Run 1, gate families picked out:
Scale: 1.5 px per µm.
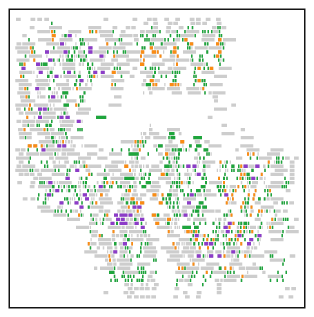
Run 1, clock nets:
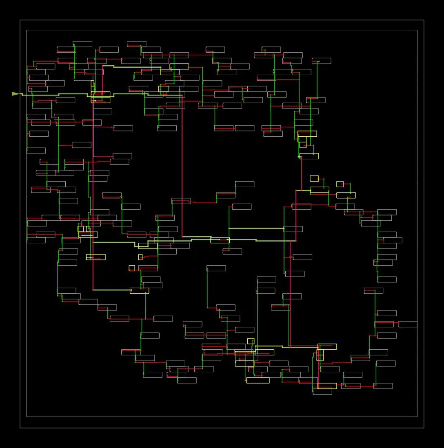
Run 1, metal 3:
Scale: 2 px per µm.
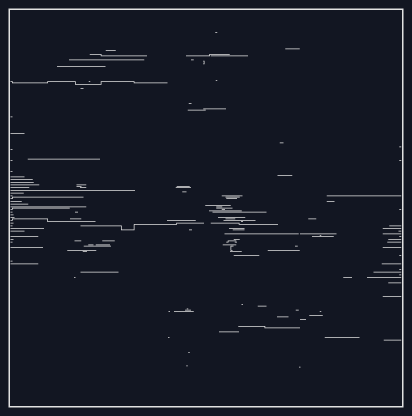
## config.mk

```make
export PLATFORM = sky130hd
export DESIGN_NAME = pulse_video_gen
export DESIGN_NICKNAME = d
export VERILOG_FILES = /design/src/rtl/pulse_video_gen_pkg.sv /design/src/rtl/pulse_video_gen_dur_counter.sv /design/src/rtl/pulse_video_gen.sv
export SDC_FILE = /design/constraint.sdc
export NUM_CORES = 1
export LEC_CHECK = 0
export ABC_AREA = 1
export CORE_AREA = 3 3 193 195
export CTS_CLUSTER_SIZE = 24
export DETAILED_ROUTE_END_ITERATION = 12
export DIE_AREA = 0 0 196 198
export SETUP_SLACK_MARGIN = 0.4
export SLEW_MARGIN = 10
export SYNTH_ARGS = -nofsm -noshare
export SYNTH_HDL_FRONTEND = slang
export SYNTH_HIERARCHICAL = 1
export SYNTH_SLANG_ARGS = --single-unit
```

## constraint.sdc

```tcl
create_clock -name clock -period 2.9 [get_ports clock]
set_input_delay 0.58 -clock clock [delete_from_list [all_inputs] [get_ports clock]]
set_output_delay 0.58 -clock clock [all_outputs]
set_load 0.01 [all_outputs]
```

## src/rtl/pulse_video_gen_pkg.sv

```systemverilog
// pulse_video_gen_pkg: shared FSM encoding and default widths for the pulse video generator/extractor pair
package pulse_video_gen_pkg;
  localparam int DEF_CNT_W = 16;
  localparam int DEF_TOA_W = 32;
  localparam int DEF_VID_W = 10;
  typedef enum logic [1:0] {IDLE, PULSE, GAP} state_t;
endpackage

```

## src/rtl/pulse_video_gen_dur_counter.sv

```systemverilog
// pulse_dur_counter: loadable down-counter timing PULSE and GAP durations
// Ports: clock, reset_n (async, active-low), load/load_val (load wins), en (decrement), tc (count is zero).
// A state lasting d samples is loaded with d-1 on its first sample; tc marks its last sample.
module pulse_dur_counter
  import pulse_video_gen_pkg::*;
#(
  parameter int W = DEF_CNT_W
) (
  input  logic         clock,
  input  logic         reset_n,
  input  logic         load,
  input  logic [W-1:0] load_val,
  input  logic         en,
  output logic         tc
);
  logic [W-1:0] cnt;
  always_ff @(posedge clock or negedge reset_n)
    if (!reset_n) cnt <= '0;
    else if (load) cnt <= load_val;
    else if (en && cnt != '0) cnt <= cnt - W'(1);
  assign tc = cnt == '0;
endmodule

```

## src/rtl/pulse_video_gen.sv

```systemverilog
// pulse_video_gen: synthesises sampled radar video from a pulse descriptor (pw, pri, count, amp, baseline)
// Ports: clock, reset_n (async, active-low), enable (sample strobe), desc_valid/desc_ready handshake,
//   pw/pri/count/amp/baseline descriptor, abort; outputs video, pulse_active, pulse_idx, toa, done.
module pulse_video_gen
  import pulse_video_gen_pkg::*;
#(
  parameter int CNT_W = DEF_CNT_W,
  parameter int TOA_W = DEF_TOA_W,
  parameter int VID_W = DEF_VID_W
) (
  input  logic             clock,
  input  logic             reset_n,
  input  logic             enable,
  input  logic             desc_valid,
  output logic             desc_ready,
  input  logic [CNT_W-1:0] pw,
  input  logic [CNT_W-1:0] pri,
  input  logic [CNT_W-1:0] count,
  input  logic [VID_W-1:0] amp,
  input  logic [VID_W-1:0] baseline,
  input  logic             abort,
  output logic [VID_W-1:0] video,
  output logic             pulse_active,
  output logic [CNT_W-1:0] pulse_idx,
  output logic [TOA_W-1:0] toa,
  output logic             done
);
  state_t state, state_n;
  logic [CNT_W-1:0] pw_r, pri_r, cnt_r, idx_n, load_val, gap_m1;
  logic [VID_W-1:0] amp_r, base_r, video_n;
  logic [TOA_W-1:0] scnt, toa_n;
  logic pend, pend_n, act_n, done_n, load, tc, accept, degen, more;
  assign desc_ready = state == IDLE;
  assign accept = desc_valid && desc_ready;
  assign degen = pw == '0 || count == '0;
  // pri <= pw still leaves a one-sample gap; subtraction only happens when it cannot underflow
  assign gap_m1 = (pri_r > pw_r) ? pri_r - pw_r - CNT_W'(1) : '0;
  assign more = pulse_idx < cnt_r - CNT_W'(1);
  pulse_dur_counter #(.W(CNT_W)) u_dur (
    .clock(clock), .reset_n(reset_n), .load(load), .load_val(load_val),
    .en(enable && state != IDLE), .tc(tc)
  );
  always_ff @(posedge clock or negedge reset_n)
    if (!reset_n) begin
      state <= IDLE;
      pend <= 1'b0;
      scnt <= '0;
      video <= '0;
      pulse_active <= 1'b0;
      pulse_idx <= '0;
      toa <= '0;
      done <= 1'b0;
      {pw_r, pri_r, cnt_r, amp_r, base_r} <= '0;
    end else begin
      state <= state_n;
      pend <= pend_n;
      if (enable) scnt <= scnt + TOA_W'(1);
      video <= video_n;
      pulse_active <= act_n;
      pulse_idx <= idx_n;
      toa <= toa_n;
      done <= done_n;
      if (accept) {pw_r, pri_r, cnt_r, amp_r, base_r} <= {pw, pri, count, amp, baseline};
    end
  // A freshly accepted descriptor waits in IDLE (pend) for the next strobe; a new acceptance restarts that wait.
  always_comb begin
    state_n = state;
    pend_n = pend;
    video_n = video;
    act_n = pulse_active;
    idx_n = pulse_idx;
    toa_n = toa;
    done_n = 1'b0;
    load = 1'b0;
    load_val = pw_r - CNT_W'(1);
    if (state == IDLE) begin
      if (accept) begin
        pend_n = !degen;
        done_n = degen;
        video_n = baseline;
      end else if (pend && enable) begin
        state_n = PULSE;
        pend_n = 1'b0;
        video_n = amp_r;
        act_n = 1'b1;
        idx_n = '0;
        toa_n = scnt;
        load = 1'b1;
      end
    end else if (abort) begin
      state_n = IDLE;
      video_n = base_r;
      act_n = 1'b0;
      done_n = 1'b1;
    end else if (enable && tc) begin
      if (state == PULSE) begin
        state_n = GAP;
        video_n = base_r;
        act_n = 1'b0;
        load = 1'b1;
        load_val = gap_m1;
      end else if (more) begin
        state_n = PULSE;
        video_n = amp_r;
        act_n = 1'b1;
        idx_n = pulse_idx + CNT_W'(1);
        toa_n = scnt;
        load = 1'b1;
      end else begin
        state_n = IDLE;
        done_n = 1'b1;
      end
    end
  end
endmodule
```

==> results.tsv, run 1 <==
stage	metric	value	unit
sta	layout_setup_ws	-0.1965	ns
layout	nNetsFinal	1724	
die	coreArea	0.03557	mm²
place	gp_congestion	0.9038	
clocking	h-tree-depth	4	
route	remaining_drc_errors	0	
power_and_ir_drop	intPower	7.949	mW
critical_path	max_stage_delay	0.40	ns
sta	fmaxAchievable	322.9	MHz
layout	final_area	0.01424	mm²
outcome	status	finished with violations	
critical_path	cp.depth	23	
critical_path	cp.buffers_inverters	6	
sta	period_used_share	106.8	%
yosys	top_area_cell	dfrtp_1	
layout	fin_util	40.03	%
sta	whs	0.1043	ns
clocking	numCtsBuffers	17	
run	warnings	30	
sta	setup_viol	74	
hold_path	hold_path.class	input pin to asynchronous set/reset pin	
yosys	ys_cells	1403	
place	hpwlAfterDp	23070	µm
power_and_ir_drop	clkPwrFrac	16.4	%
critical_path	r2r_start	cnt_r[1]	
die	die_y	198	µm
sta	rsz0062_at_grt	yes	
route	wl_per_cell	15.69	µm
clocking	root_buffer	clkbuf_16	
power_and_ir_drop	pwr_density_cell	995.9	mW/mm²
layout	comb_area	0.005708	mm²
yosys	async_reset_ff_share	100.0	%
clocking	path_clk_slew	0.07	ns
power_and_ir_drop	pwr-share-seq	29.6	%
yosys	synth.avg_cell_area	7.562	µm²
critical_path	crit_top_cell	nand2_1	
layout	inverters	143	
layout	drive_above_1_share	15.38	%
critical_path	worstPathCellList	nor2_2 -> nand2_4 -> nor3_4 -> nand4_1 -> buf_4 -> xor2_2 -> ha_1 -> nand2_1 -> inv_1 -> o21bai_1 -> a21oi_2 -> nor2_2 -> nand2_1 -> nand2_1 -> nand3_2 -> nand2_4 -> clkinv_8 -> buf_6 -> buf_6 -> nand3_2 -> nand2_1 -> inv_1 -> nand2_1	
power_and_ir_drop	powerSeq	4.19	mW
route	drt_iter0_markers	521	
route	wl_met3	1387	µm
yosys	yosys.cell_count.top_type	nand2_1	
die	die_area	0.03881	mm²
sta	hold_viol_final	0	
sta	maxSlewViolCount	0	
layout	logic_gates	1045	
sta	slew_headroom	56.03	%
sta	finClkSkew	0.01150	ns
route	top_layer	met4	
yosys	numSynthFlops	179	
power_and_ir_drop	combPwrFrac	54.0	%
layout	area.growth.synth_to_final	34.19	%
critical_path	reg2reg_slack	-0.20	ns
layout	largest_cell_class	combinational gates	
power_and_ir_drop	power.switching	6.230	mW
place	port_buffers	133	
power_and_ir_drop	peakVddDrop	500.9	µV
place	dp_slack	-0.2345	ns
global_route	grtUsageMet1	22.08	%
critical_path	path_delay_family	simple AND/OR/NAND/NOR gates	
critical_path	crit_required	3.25	ns
yosys	area_leaders	dfrtp_1 (42%), nand2_1 (17%), xor2_1 (4.8%)	
layout	nonClockBufferCount	227	
place	place_inst	2024	
yosys	synth_chip_area	0.01061	mm²
yosys	syn-cell-area	0.01061	mm²
route	ant_nets	0	
yosys	ys_types	43	
global_route	gr-total-overflow	0	
route	vias_per_cell	4.734	
die	ios	134	
global_route	antenna_found_initial	0	
yosys	ys_seq_share	42.22	%
clocking	cts_sinks	179	
layout	fillers	3625	
route	wl_met1	14810	µm
sta	tightest_slew	0.6571	ns
power_and_ir_drop	finalPower	14.18	mW
global_route	grtUsageTotal	16.83	%
yosys	synth_top_flop_cell	dfrtp_1	
yosys	ys_warn_count	6	
global_route	busiest_layer	met2	
yosys	synthCells	1403	
power_and_ir_drop	power.group.top	combinational cells	
clocking	clk_path_buf_depth	2	
die	die-width	196	µm
layout	final-clk-cell-share	3.990	%
critical_path	timing.rr.end	u_dur/cnt[15]	
die	tapCellCount	461	
critical_path	crit_path_end_kind	register	
critical_path	path_class	register to register	
critical_path	worstPathArrival	3.44	ns
layout	seq_share	31.46	%
critical_path	start_kind	register	
global_route	grt_pass1_wl	52750	µm
outcome	violations	negative setup slack	
critical_path	crit_path_end	u_dur/cnt[15]	
die	fp_util	29.83	%
global_route	grt_max_degree	72	
yosys	edf_count	0	
layout	seq_area	0.004479	mm²
critical_path	crit_fanout	8	
clocking	cts_tree	built	
run	cap_violations	0	
layout	buffer_area_share	16.47	%
power_and_ir_drop	comb-power	7.66	mW
## Picture notes: 'gate families picked out'
| family | colour | cells | where |
|---|---|---|---|
| NAND gates | green | 602 | all over the die |
| XOR/XNOR gates | purple | 76 | all over the die |
| inverting AOI/OAI gates | orange | 154 | all over the die |
fin cells: 2,087
combinational share of cell area: 40.09%
Commonest Layout Cell: nand2_1

## Picture notes: 'clock nets'
clkbuf count: 20
Power Clock: 2.33 mW
FF+latch count: 179
worst skew pair latency: 0.45 ns

## Picture notes: 'metal 3'
longest straight run: 61.9 µm
wire length on this layer: 1,390 µm
nets with wire on the layer: 111
share of all routed wire: 4.2%
main direction: horizontal
via count: 9,880
routing usage on met3: 3.131%
drt total wl: 32,740 µm

==> run 1: kinds of logic (layout without fill, tap and decap cells) <==
| family | after synthesis | in the layout | share of synthesized area [%] |
|---|---|---|---|
| adders and majority gates | 38 | 38 | 4.552 |
| buffers and inverters | 180 | 402 | 6.769 |
| and+or+nand+nor | 775 | 776 | 32.11 |
| AOI/OAI and AO/OA | 155 | 155 | 8.078 |
| DFF | 179 | 179 | 42.22 |
| xor gates and xnor gates | 76 | 76 | 6.274 |
==> run 1: flip-flops by register name, summed over array words and instances, names as in the netlist <==
register      flops
toa              32
pulse_active      1
base_r           10
amp_r            10
pend              1
pri_r            16
scnt             32
done              1
pulse_idx        16
state             2
pw_r             16
u_dur/cnt        16
cnt_r            16
video            10
==> run 1: cell usage in the layout, fill, tap and decap left out, types with 4 or more instances in the layout <==
cell type        instances
buf_6                   16
nor4_1                  12
o21ai_2                  9
inv_1                  129
or2_4                    4
dfrtp_1                179
o21bai_1                 4
o21ai_0                 66
or2_2                    5
clkbuf_16               22
o21ai_1                 24
buf_4                   62
nand3_2                 15
nand2_4                  7
nor3_2                   5
nor3_4                   4
o211ai_1                12
nor2_1                  95
inv_2                   10
a21oi_1                 28
o311ai_0                 5
nor3_1                  22
nand2_1                467
xor2_1                  56
a21oi_2                  5
xnor2_1                 18
nand3b_1                 4
nor2_2                  14
nand2_2                 23
nand4_1                 16
buf_12                   7
clkdlybuf4s50_1        132
ha_1                    36
nor2_4                   8
nand3_1                 64
==> run 1: repair_timing <==
| item | CTS | global route |
|---|---|---|
| pin swaps | 28 | 15 |
| hold endpoints to repair | 0 | 0 |
| hold buffers | 0 | 0 |
| endpoints found under the setup margin | 77 | 77 |
| cloned | 5 | 8 |
| setup buffers | 17 | 1 |
| resized | 59 | 44 |
--- run 2 (diff from run 1) ---
Settings changed: CORE_AREA 3 3 193 195 to 4 4 194 196, DIE_AREA 0 0 196 198 to 0 0 198 200.
==> run 2 against run 1 <==
Net effect:
- the run still ends with negative setup slack left
- power is 3.5% higher
- utilization is 0.76 points higher
- global-route usage is 0.065 points lower
- critical path depth stayed put
- non-clock buffer count is 6 higher
- clock skew is 0.0023 ns higher
- sequential share of layout area is 1.0 points lower
- maximum frequency is 0.55% higher
- critical path type unchanged
==> results.tsv, run 2 <==
stage	metric	value	unit	change
sta	fin_crit	3.080	ns	
sta	slew_headroom	46.53	%	-9.5 points
yosys	yosys.cell_count.top_type	nand2_1		
place	place_inst	2031		+0.35%
clocking	path_clk_slew	0.07	ns	about the same
place	placedInstanceArea	0.01294	mm²	
route	ant_nets	0		unchanged
die	coreArea	0.03608	mm²	+1.4%
layout	area.growth.synth_to_final	38.73	%	
layout	drive_above_1_share	20.28	%	+4.9 points
place	port_buffers	133		unchanged
yosys	synthAoiAreaFrac	8.078	%	unchanged
yosys	synthTopLogicFamily	simple AND/OR/NAND/NOR gates		
critical_path	max_stage_delay	0.40	ns	about the same
clocking	clock_latency	0.45	ns	about the same
sta	fmaxAchievable	324.7	MHz	+0.55%
layout	final_area	0.01472	mm²	+3.4%
sta	tns	-9.535	ns	
route	drtPass1Iterations	5		
critical_path	crit_path_end	u_dur/cnt[9]		
layout	nNetsFinal	1730		+0.35%
route	vias_per_cell	4.727		-0.14%
yosys	ys_top_cells_by_count	nand2_1 (485), dfrtp_1 (179), inv_1 (131)		
place	gp_congestion	0.8838		-2.2%
die	ios	134		unchanged
clocking	h-tree-depth	4		unchanged
yosys	synth_top_area_share	42.22	%	
yosys	synth_top_flop_cell	dfrtp_1		
critical_path	path_class	register to register		
critical_path	worstPathCellList	inv_2 -> ha_4 -> nand2_4 -> nor3_4 -> nand2_2 -> nor3_4 -> nand2_1 -> nor2_2 -> xnor2_1 -> ha_1 -> nand4_1 -> a21oi_1 -> nor2_1 -> nand2_2 -> nand2_2 -> nand3_2 -> nand2_4 -> clkinv_4 -> buf_6 -> buf_12 -> buf_4 -> nand3_1 -> nand3_1		
critical_path	timing.rr.end	u_dur/cnt[9]		
yosys	synthMuxAreaShare	0	%	unchanged
yosys	synthCells	1403		unchanged
yosys	numSynthFlops	179		unchanged
clocking	clk_path_buf_depth	2		unchanged
yosys	ys_warn_count	6		unchanged
clocking	hold_buffers	0		unchanged
critical_path	crit_top_cell	nand2_2		
die	die_area	0.03960	mm²	+2.0%
clocking	root_buffer	clkbuf_16		
clocking	numCtsBuffers	17		unchanged
yosys	ys_seq_share	42.22	%	unchanged
yosys	ys_cells	1403		unchanged
yosys	ys_sh_xor	6.274	%	unchanged
die	fp_util	29.40	%	-0.43 points
sta	tightest_slew	0.8020	ns	+0.1449 ns
layout	mostFrequentLayoutCell	nand2_1		
power_and_ir_drop	leakagePower	7.044	nW	
route	remaining_drc_errors	0		unchanged
sta	rsz0062_at_grt	yes		
global_route	gr-total-overflow	0		unchanged
die	die-width	198	µm	+1.0%
power_and_ir_drop	pwr_density_cell	997.0	mW/mm²	+0.11%
global_route	grt_pass1_wl	53280	µm	+1.0%
yosys	area_leaders	dfrtp_1 (42%), nand2_1 (17%), xor2_1 (4.8%)		
critical_path	worstPathArrival	3.41	ns	-0.03 ns
yosys	syn-cell-area	0.01061	mm²	unchanged
run	cap_violations	0		unchanged
route	wl_per_cell	15.57	µm	-0.72%
sta	layout_setup_ws	-0.1797	ns	+0.01679 ns
die	rows	70		
outcome	violations	negative setup slack		
power_and_ir_drop	peakVddDrop	510.3	µV	+1.9%
yosys	synthAdderAreaFrac	4.552	%	unchanged
global_route	grtUsageTotal	16.77	%	-0.065 points
critical_path	crit_required	3.23	ns	-0.02 ns
critical_path	start_kind	register		
layout	top_regs	scnt x32, toa x32		
sta	hold_viol_final	0		unchanged
sta	period_used_share	106.2	%	-0.58 points
outcome	status	finished with violations		
layout	layout_top_cells	nand2_1 (413), dfrtp_1 (179), clkdlybuf4s50_1 (131)		
place	dp_slack	-0.2566	ns	-0.02212 ns
yosys	edf_count	0		unchanged
clocking	cts_tree	built		
critical_path	crit_path_end_kind	register		
critical_path	timing.critical_path.from	cnt_r[1]		
global_route	grt_pass1_vias	10427		
critical_path	crit_path_top_delay_cell	dfrtp_1		
yosys	synth.avg_cell_area	7.562	µm²	unchanged
yosys	synth_chip_area	0.01061	mm²	unchanged
yosys	ys_types	43		unchanged
sta	setup_viol	74		unchanged
global_route	antenna_found_initial	0		unchanged
die	die_y	200	µm	+1.0%
critical_path	rr_worst_depth	23		
global_route	grt_max_degree	98		+36%
hold_path	hold_path.class	input pin to asynchronous set/reset pin		
yosys	async_reset_ff_share	100.0	%	unchanged
layout	fin_util	40.79	%	+0.76 points
sta	maxSlewViolCount	0		unchanged
route	vias	9932		+0.53%
yosys	fp_nets	1514		
route	wl	32720	µm	about the same
run	warnings	30		unchanged
route	drt_iter0_markers	594		+14%
layout	stdcell_count	2101		+0.67%
place	hpwlAfterDp	23110	µm	+0.18%
yosys	top_area_cell	dfrtp_1		
yosys	simple_gate_share	32.11	%	unchanged
critical_path	r2r_start	cnt_r[1]		
critical_path	crit_fanout	6		-2
critical_path	reg2reg_slack	-0.18	ns	+0.02 ns
run 2: cell counts after synthesis:
Identical to the previous run, type by type.
run 2: cells by family (layout without fill, tap and decap cells):
| family | count (synthesis) | count (layout) |
|---|---|---|
| DFF | 179 | 179 |
| xor gates and xnor gates | 76 | 76 |
| and+or+nand+nor | 775 | 777 |
| buffers and inverters | 180 | 407 |
| adders and majority gates | 38 | 38 |
| other | 0 | 1 |
| AOI/OAI and AO/OA | 155 | 155 |
run 2: where the power goes:
part           switching, mW  internal (mW)
registers              0.829           3.40
clock network           1.13           1.22
logic                   4.51           3.59
run 2: cell type report:
cell class	count	area, µm²
fill	3623	21370
multi-input combinational	1046	6028
sequential	179	4479
timing repair buffer	233	2504
tap	468	585.6
inverter	142	544.3
clock buffer	18	429.2
clock inverter	14	146.4
antenna	1	2.502
run 2: metrics by stage:
stage / power, mW / hold WS [ns]
2_1_floorplan: 8.555 / 0.2844
3_3_place_gp: 10.77 / 0.4546
3_5_place_dp: 10.87 / 0.4604
4_1_cts: 14.37 / 0.2114
5_1_grt: 15.99 / 0.2431
6_report: 14.68 / 0.1974
run 2: timing repair:
action	CTS	global route
resized	142	77
buffers inserted	12	14
setup endpoints to repair	77	79
pin swaps	16	16
gates cloned	8	3
run 2: per-layer routing:
| layer | up-vias | GRT usage, % | share of wire, % |
|---|---|---|---|
| met5 | - | 0 | 0 |
| met4 | 0 | 4.259 | 1.4 |
| met3 | 33 | 3.877 | 4.3 |
| met2 | 169 | 29.55 | 50 |
| met1 | 4792 | 20.86 | 44 |
| li1 | 4938 | - | - |
run 2: worst max-delay path: cells and delay by family, from the launching register on:
kind            cells  cell delay [ns]
compound gates      1             0.05
xor+xnor            1             0.14
fa+ha+maj           2             0.42
buf+inv             5             0.56
flops               1             0.40
simple gates       14             1.39
Run 2, clock network drawn from the DEF:
Scale: 2 px per µm.
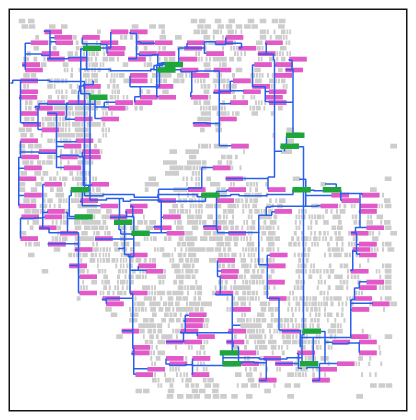
[clock wires] blue | length: 2,690 µm
[flip-flops] magenta | count: 179
[cells driving clock nets] green | count: 17
routed clock nets: 18
Power Clock: 2.35 mW
Clock power frac: 16.0%
clock skew: 0.01384 ns

Run 2, clock nets:
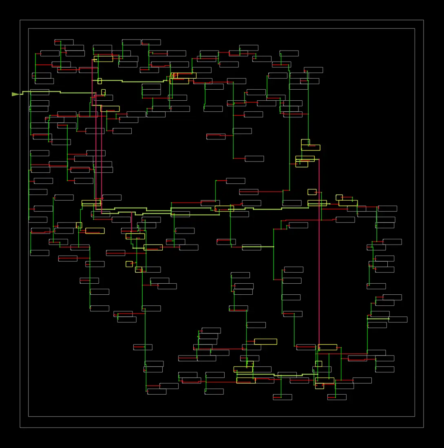
clkbuf count: 18
CTS sink cnt: 179

--- run 3 (diff from run 2) ---
Settings changed: CORE_AREA 4 4 194 196 to 4 4 150 152, DIE_AREA 0 0 198 200 to 0 0 154 156, PLACE_DENSITY from default to 0.76.
==> run 3 against run 2 <==
Net effect:
- the flow still finishes with violations (negative setup slack)
- via count rose by 1.9%
- first-iteration DRC count rose by 32%
- power fell by 3.0%
- final area fell by 5.0%
- die area fell by 39%
- utilization rose by 26 points
- wire length fell by 8.1%
- count of clock-buffer cells in the layout fell by 1
==> results.tsv, run 3 <==
stage	metric	value	unit	change
clocking	cts_tree	built		
hold_path	hold_path.class	input pin to asynchronous set/reset pin		
clocking	cts_sinks	179		unchanged
route	top_layer	met4		
sta	setup_viol	75		+1.4%
die	ios	134		unchanged
sta	slew_headroom	62.05	%	+16 points
critical_path	worstPathCellList	nor2_2 -> nand2_4 -> nor3_4 -> nand4_1 -> nor2_2 -> buf_4 -> xnor2_1 -> ha_1 -> nand2_1 -> o21bai_1 -> a21oi_1 -> nor2_2 -> nand2_2 -> buf_4 -> nand2_8 -> nand2_8 -> clkbuf_16 -> nand2_1 -> o21ai_0		
global_route	grt_pass1_vias	10011		-4.0%
sta	fmaxAchievable	327.7	MHz	+0.93%
outcome	status	finished with violations		
critical_path	crit_path_top_delay_cell	dfrtp_1		
layout	fillers	1665		-54%
yosys	synth_top_flop_cell	dfrtp_1		
route	wl_per_cell	15.90	µm	+2.1%
global_route	antenna_found_initial	0		unchanged
global_route	grt_max_degree	72		-27%
route	remaining_drc_errors	0		unchanged
critical_path	crit_required	3.24	ns	about the same
place	dp_slack	-0.2696	ns	-0.01299 ns
power_and_ir_drop	intPower	7.923	mW	-3.5%
route	ant_nets	0		unchanged
clocking	cts_resized	69		-51%
global_route	grt_pass1_wl	48590	µm	-8.8%
critical_path	r2r_start	cnt_r[2]		
place	port_buffers	133		unchanged
sta	layout_setup_ws	-0.1514	ns	+0.02832 ns
critical_path	max_stage_delay	0.40	ns	about the same
critical_path	crit_path_end_kind	register		
power_and_ir_drop	finalPower	14.23	mW	-3.0%
power_and_ir_drop	pwr-share-seq	29.2	%	+0.4 points
yosys	synth_chip_area	0.01061	mm²	unchanged
yosys	edf_count	0		unchanged
sta	period_used_share	105.2	%	-0.98 points
power_and_ir_drop	powerSeq	4.16	mW	-2%
power_and_ir_drop	power.group.top	combinational cells		
route	drt_iter0_markers	784		+32%
layout	top_regs	scnt x32, toa x32		
power_and_ir_drop	swShare	44.33	%	+0.27 points
yosys	synthCells	1403		unchanged
run	cap_violations	0		unchanged
die	die_area	0.02402	mm²	-39%
yosys	ys_seq_share	42.22	%	unchanged
layout	drive_above_1_share	14.36	%	-5.9 points
yosys	ys_top_cells_by_count	nand2_1 (485), dfrtp_1 (179), inv_1 (131)		
global_route	busiest_layer	met2		
route	vias	10121		+1.9%
sta	fin_crit	3.051	ns	-0.02832 ns
place	gp_congestion	0.9200		+4.1%
yosys	yosys.cell_count.top_type	nand2_1		
critical_path	reg2reg_slack	-0.15	ns	+0.03 ns
sta	tightest_slew	0.5671	ns	-0.2350 ns
yosys	area_leaders	dfrtp_1 (42%), nand2_1 (17%), xor2_1 (4.8%)		
power_and_ir_drop	peakVddDrop	493.6	µV	-3.3%
clocking	path_clk_slew	0.09	ns	+0.02 ns
sta	hold_viol_final	0		unchanged
yosys	synth_top_area_share	42.22	%	unchanged
layout	area.growth.synth_to_final	31.84	%	
sta	rsz0062_at_grt	yes		
global_route	gr-total-overflow	0		unchanged
power_and_ir_drop	clkPwrFrac	17.2	%	+1.2 points
die	coreArea	0.02102	mm²	-42%
run	warnings	30		unchanged
route	wl	30070	µm	-8.1%
yosys	synth.avg_cell_area	7.562	µm²	unchanged
clocking	cts_setup_buffers	13		+1
route	wl_met2	14910	µm	-9.4%
layout	mostFrequentLayoutCell	nand2_1		
critical_path	path_class	register to register		
sta	tns	-7.453	ns	+2.083 ns
power_and_ir_drop	power.switching	6.309	mW	-2.4%
yosys	top_area_cell	dfrtp_1		
yosys	ys_warn_count	6		unchanged
outcome	violations	negative setup slack		
power_and_ir_drop	leakagePower	6.860	nW	-2.6%
yosys	syn-cell-area	0.01061	mm²	unchanged
yosys	async_reset_ff_share	100.0	%	unchanged
route	wl_met3	1409	µm	-0.91%
critical_path	cp.buffers_inverters	3		-2
global_route	grtUsageTotal	24.51	%	+7.7 points
critical_path	crit_top_cell	nor2_2		
route	wl_met1	13090	µm	-8.9%
critical_path	path_delay_family	simple AND/OR/NAND/NOR gates		
die	rows	53		-24%
power_and_ir_drop	pwr_density_cell	1017	mW/mm²	+2.0%
yosys	ys_types	43		unchanged
clocking	h-tree-depth	4		unchanged
global_route	grtUsageMet1	32.09	%	+11 points
layout	nNetsFinal	1714		-0.92%
place	hpwlAfterDp	20700	µm	-10%
route	drtPass1Iterations	5		unchanged
place	place_inst	1828		-10%
route	vias_per_cell	5.352		+13%
critical_path	worstPathArrival	3.39	ns	-0.02 ns
yosys	fp_nets	1514		unchanged
power_and_ir_drop	combPwrFrac	53.5	%	-1.7 points
critical_path	start_kind	register		
yosys	ys_cells	1403		unchanged
die	die_y	156	µm	-22%
[run 3: cell counts after synthesis]
Identical to the previous run, type by type.
[run 3: how the worst max path moves through the flow]
| stage | startpoint | endpoint | depth (start not counted) |
|---|---|---|---|
| 6_report | cnt_r[2] | toa[8] | 19 |
| 2_1_floorplan | cnt_r[1] | u_dur/cnt[14] | 22 |
| 3_3_place_gp | cnt_r[1] | u_dur/cnt[12] | 22 |
| 3_5_place_dp | cnt_r[1] | u_dur/cnt[3] | 22 |
| 4_1_cts | cnt_r[2] | u_dur/cnt[14] | 20 |
| 5_1_grt | cnt_r[2] | u_dur/cnt[15] | 22 |
[run 3: through the flow]
stage | utilization, % | hold WS (ns) | area (µm²)
3_5_place_dp | 60.07 | 0.4588 | 12630
3_3_place_gp | 60.07 | 0.4548 | 12630
5_1_grt | 66.54 | 0.08028 | 13990
6_report | 66.54 | 0.04818 | 13990
4_1_cts | 65.28 | 0.05919 | 13720
2_1_floorplan | - | 0.2844 | 10680
[run 3: cells by family after synthesis]
group	after synthesis	share of synthesized area (%)
flip-flops	179	42.22
adder cells (fa/ha/maj)	38	4.552
AND/OR/NAND/NOR	775	32.11
buffers and inverters	180	6.769
AND-OR/OR-AND	155	8.078
XOR/XNOR	76	6.274
[run 3: cell type report]
| class | instances | area [µm²] | area share, % |
|---|---|---|---|
| clock buffers | 17 | 425.4 | 3.041 |
| clock inverters | 15 | 216.5 | 1.547 |
| inverters | 142 | 544.3 | 3.891 |
| multi-input cells | 1046 | 5710 | 40.82 |
| flip-flops and latches | 179 | 4479 | 32.02 |
| well taps | 275 | 344.1 | 2.460 |
| repair buffers | 216 | 2262 | 16.17 |
| repair inverters | 1 | 6.256 | 0.04472 |
Run 3, clock nets:
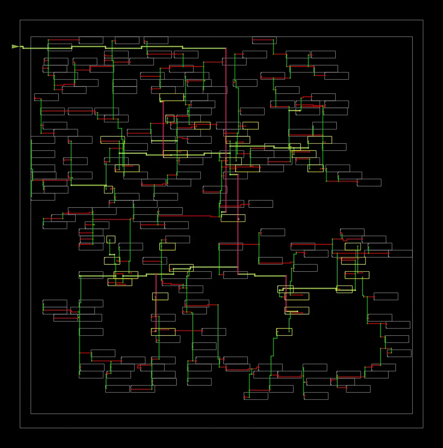
Power Clock: 2.45 mW
clkbuf count: 17
clock skew: 0.01812 ns
Num CTS Buffers: 17

Run 3, gate families picked out:
Scale: 2 px per µm.
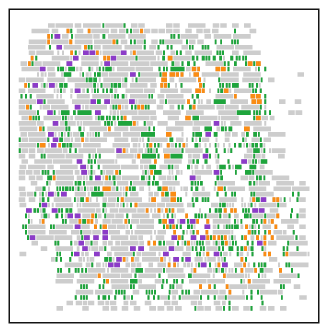
| family | colour | cells |
|---|---|---|
| XOR/XNOR gates | purple | 76 |
| inverting AOI/OAI gates | orange | 154 |
| NAND gates | green | 603 |
combinational share of cell area: 40.82%
fin cells: 1,891

No activity file was given, so power comes from the tool's default toggle rates.
